## src/rtl/primefact.sv

```systemverilog
// primefact: sequential prime factoriser.
// Trial division by d = 2, 3, 5, 7, ... using a restoring shift-subtract
// divider (one quotient bit per cycle). Prime factors are streamed out in
// non-decreasing order over a valid/ready handshake, with multiplicity,
// and the final factor is flagged with out_last.
module primefact #(
  parameter int WIDTH_LOG = 4,
  localparam int W = 2 ** WIDTH_LOG
) (
  input  logic         clk,
  input  logic         rst,
  input  logic         go,
  input  logic [W-1:0] num,
  output logic         ready,
  output logic         error,
  output logic         out_valid,
  input  logic         out_ready,
  output logic [W-1:0] factor,
  output logic         out_last
);

  localparam logic [W-1:0]         D_TWO    = W'(2);
  localparam logic [W-1:0]         D_THREE  = W'(3);
  localparam logic [W-1:0]         Q_ONE    = W'(1);
  localparam logic [2*W-1:0]       SQ_FOUR  = (2*W)'(4);
  localparam logic [2*W-1:0]       SQ_NINE  = (2*W)'(9);
  localparam logic [WIDTH_LOG-1:0] CNT_LAST = {WIDTH_LOG{1'b1}};
  localparam logic [WIDTH_LOG-1:0] CNT_ONE  = WIDTH_LOG'(1);

  typedef enum logic [2:0] {
    IDLE      = 3'd0,
    ERROR     = 3'd1,
    CHECK     = 3'd2,
    DIV       = 3'd3,
    EMIT      = 3'd4,
    EMIT_LAST = 3'd5
  } state_t;

  state_t               state;
  logic [W-1:0]         n;    // remaining cofactor
  logic [W-1:0]         d;    // current trial divisor
  logic [2*W-1:0]       dsq;  // d*d, wide enough never to overflow
  logic [W-1:0]         q;    // dividend shifting out / quotient shifting in
  logic [W-1:0]         r;    // partial remainder, always < d
  logic [WIDTH_LOG-1:0] cnt;  // divider bit counter

  logic [W:0]     r_shift;
  logic           r_fits;
  logic [W-1:0]   r_step;
  logic [W-1:0]   q_step;
  logic [2*W-1:0] d_wide;

  // One restoring-division step: shift in the next dividend bit, subtract d if it fits.
  always_comb begin
    r_shift = {r, q[W-1]};
    r_fits  = (r_shift >= {1'b0, d});
    if (r_fits) begin
      // The true difference is below d, so the low W bits hold it exactly.
      r_step = r_shift[W-1:0] - d;
      q_step = {q[W-2:0], 1'b1};
    end else begin
      r_step = r_shift[W-1:0];
      q_step = {q[W-2:0], 1'b0};
    end
    d_wide = {{W{1'b0}}, d};
  end

  // Control FSM with registered handshake outputs; ready/error follow the next state.
  always_ff @(posedge clk) begin
    if (rst) begin
      state     <= IDLE;
      ready     <= 1'b1;
      error     <= 1'b0;
      out_valid <= 1'b0;
      out_last  <= 1'b0;
      factor    <= {W{1'b0}};
      n         <= {W{1'b0}};
      d         <= D_TWO;
      dsq       <= SQ_FOUR;
      q         <= {W{1'b0}};
      r         <= {W{1'b0}};
      cnt       <= {WIDTH_LOG{1'b0}};
    end else begin
      case (state)
        IDLE, ERROR: begin
          if (go) begin
            n   <= num;
            d   <= D_TWO;
            dsq <= SQ_FOUR;
            if (num < D_TWO) begin
              state <= ERROR;
              ready <= 1'b1;
              error <= 1'b1;
            end else begin
              state <= CHECK;
              ready <= 1'b0;
              error <= 1'b0;
            end
          end
        end

        CHECK: begin
          if (dsq > {{W{1'b0}}, n}) begin
            // No divisor up to sqrt(n) remains, so n itself is prime.
            factor    <= n;
            out_last  <= 1'b1;
            out_valid <= 1'b1;
            state     <= EMIT_LAST;
          end else begin
            q     <= n;
            r     <= {W{1'b0}};
            cnt   <= {WIDTH_LOG{1'b0}};
            state <= DIV;
          end
        end

        DIV: begin
          q   <= q_step;
          r   <= r_step;
          cnt <= cnt + CNT_ONE;
          if (cnt == CNT_LAST) begin
            if (r_step == {W{1'b0}}) begin
              factor    <= d;
              out_last  <= (q_step == Q_ONE);
              out_valid <= 1'b1;
              n         <= q_step;
              state     <= EMIT;
            end else begin
              // Step 2 -> 3, then odd candidates; (d+2)^2 = d^2 + 4d + 4.
              if (d == D_TWO) begin
                d   <= D_THREE;
                dsq <= SQ_NINE;
              end else begin
                d   <= d + D_TWO;
                dsq <= dsq + (d_wide << 2) + SQ_FOUR;
              end
              state <= CHECK;
            end
          end
        end

        EMIT: begin
          if (out_ready) begin
            out_valid <= 1'b0;
            if (out_last) begin
              out_last <= 1'b0;
              ready    <= 1'b1;
              error    <= 1'b0;
              state    <= IDLE;
            end else begin
              // Retry the same divisor to capture repeated factors.
              state <= CHECK;
            end
          end
        end

        EMIT_LAST: begin
          if (out_ready) begin
            out_valid <= 1'b0;
            out_last  <= 1'b0;
            ready     <= 1'b1;
            error     <= 1'b0;
            state     <= IDLE;
          end
        end

        default: begin
          state     <= IDLE;
          ready     <= 1'b1;
          error     <= 1'b0;
          out_valid <= 1'b0;
          out_last  <= 1'b0;
        end
      endcase
    end
  end

endmodule
```

## config.mk

```make
export PLATFORM = sky130hd
export DESIGN_NAME = primefact
export DESIGN_NICKNAME = d
export VERILOG_FILES = /design/src/rtl/primefact.sv
export SDC_FILE = /design/constraint.sdc
export NUM_CORES = 1
export LEC_CHECK = 0
export CAP_MARGIN = 20
export CORE_MARGIN = 2
export CORE_UTILIZATION = 40
export DETAILED_ROUTE_END_ITERATION = 16
export PLACE_DENSITY = 0.55
export SETUP_SLACK_MARGIN = 0.02
export SLEW_MARGIN = 20
export SYNTH_ARGS = -nofsm -noshare
export SYNTH_HDL_FRONTEND = slang
export SYNTH_SLANG_ARGS = --single-unit
```

## constraint.sdc

```tcl
create_clock -name clk -period 3.4 [get_ports clk]
set_input_delay 0.68 -clock clk [delete_from_list [all_inputs] [get_ports clk]]
set_output_delay 0.68 -clock clk [all_outputs]
set_load 0.005 [all_outputs]
```

==> out/results.tsv <==
stage	metric	value	unit
yosys	ys_cells	1027	
worst_setup_path	reg2reg_depth	15	
sta	finalHoldWorstSlack	0.475	ns
cells_and_area	comb_area_share	51.2	%
clocking	postCtsResizedCells	50	
yosys	xor_share	2.61	%
global_routing	grt_max_degree	49	
floorplanning	fp_util	41.0	%
yosys	yosys-stat-area	8040	µm²
route	antenna_left	0	
global_routing	grt.overflow.total	0	
global_routing	grt_pass1_wl	42.4	mm
power	clkPwrFrac	36.5	%
yosys	numSynthFlops	122	
power	power_density	455	nW/µm²
placement	gp_congestion	0.877	
cells_and_area	ff_latch_area	2450	µm²
yosys	topCellsByArea	dfxtp_1 30%, ha_1 10%, a21oi_1 6.5%, nand2_1 5.7%, nor2_1 5.6%	
yosys	logic_family	AND-OR/OR-AND gates	
power	seq-power	1.72	mW
placement	dp_worst_setup_slack	-0.199	ns
worst_setup_path	crit_chain	inv_4, ha_4, buf_4, o21a_1, o31a_1, o211ai_1, nand2_2, xnor2_2, or4_4, a32o_2, a211oi_4, buf_4, buf_6, clkbuf_16, a311oi_2	
clocking	h-tree-depth	4	
yosys	avgSynthCellArea	7.83	µm²
worst_setup_path	worstReg2RegEnd	n[15]	
cells_and_area	final_area	10700	µm²
yosys	synth-simple-area-share	23.6	%
worst_setup_path	critPathLaunch	d[3]	
cells_and_area	sh_seq_area	22.9	%
min_path	min_from	dsq[17]	
yosys	ys_sh_aoi	25.2	%
worst_setup_path	critical-path-max-stage-delay	0.52	ns
floorplanning	core_region_area	19600	µm²
status	outcome	finished clean	
yosys	syn-cell-area	8040	µm²
cells_and_area	drive_above_1_share	22.4	%
cells_and_area	lay_top_cells	139 x buf_4, 121 x nand2_1, 119 x nor2_1	
sta	final-setup-viol-count	0	
cells_and_area	nonClkBufAreaFrac	15.7	%
sta	slew_headroom	43.5	%
sta	setup_ws	0.0163	ns
cells_and_area	n_antenna_cell	0	
route	drt_first_pass_iters	5	
power	power_switching	1.67	mW
route	via_per_inst	5.65	
sta	hold_viol	0	
==> cells in the mapped netlist (7+ instances only) <==
| cell | count |
|---|---|
| nand4_1 | 20 |
| a31oi_1 | 11 |
| buf_2 | 10 |
| inv_1 | 50 |
| a21o_1 | 18 |
| nor4_1 | 18 |
| and3_1 | 21 |
| nand2b_1 | 9 |
| clkbuf_1 | 40 |
| mux2i_1 | 16 |
| nand2_1 | 122 |
| a311oi_2 | 14 |
| dfxtp_1 | 122 |
| xnor2_1 | 12 |
| nor2_1 | 121 |
| a211oi_1 | 7 |
| o21ai_1 | 13 |
| o21a_1 | 7 |
| xor2_1 | 12 |
| ha_1 | 65 |
| a21oi_1 | 104 |
| a311oi_1 | 34 |
| or4_1 | 13 |
| nor3_1 | 16 |
| nand3_1 | 24 |
| o21ai_0 | 29 |
Clock nets:
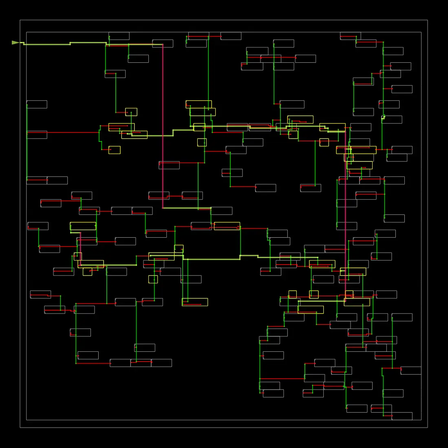
TritonCTS Buffers: 17
layout clock buffer count: 18
Num Clock Sinks: 122
Seq cells: 122

Metal 3:
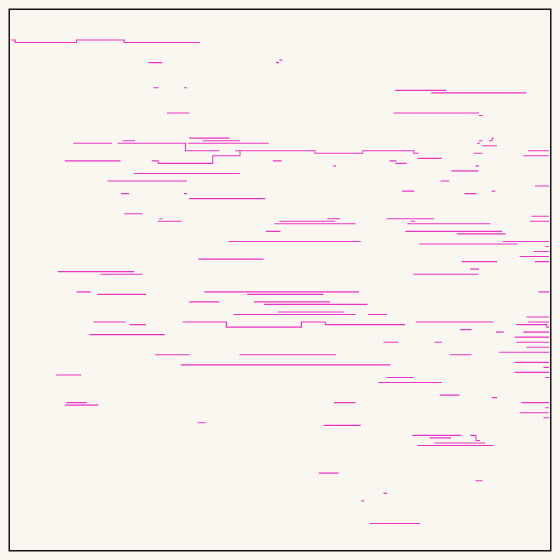
nets with wire on the layer: 89
longest straight run: 56.4 µm
wire length on this layer: 1390 µm
main direction: horizontal
share of all routed wire: 5.4%
WL final: 25.9 mm
met3 usage in global routing: 5.08%
vias post-DR: 8222

M2 wires:
Bar = 50 µm.
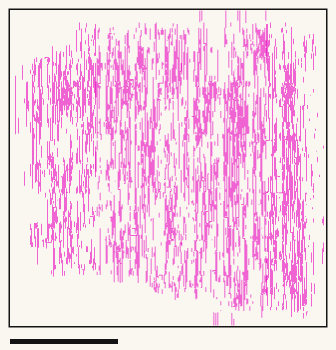
share of all routed wire: 46%
nets with wire on the layer: 1028
wire length on this layer: 11800 µm
main direction: vertical
met2 GRT Util: 38.5%

Signal wires by layer:
Bar = 50 µm. Only two layers are drawn.
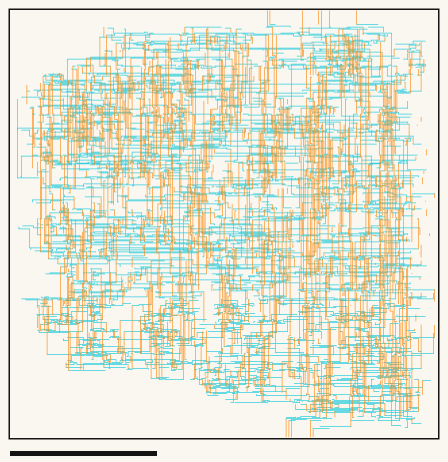
legend:
  orange:
    layer: met2
    wire_length: 11800 µm
  cyan:
    layer: met1
    wire_length: 11900 µm
WL/cell: 17.8 µm
Tot GR Track Use: 24.4%

No activity file was given, so power comes from the tool's default toggle rates.
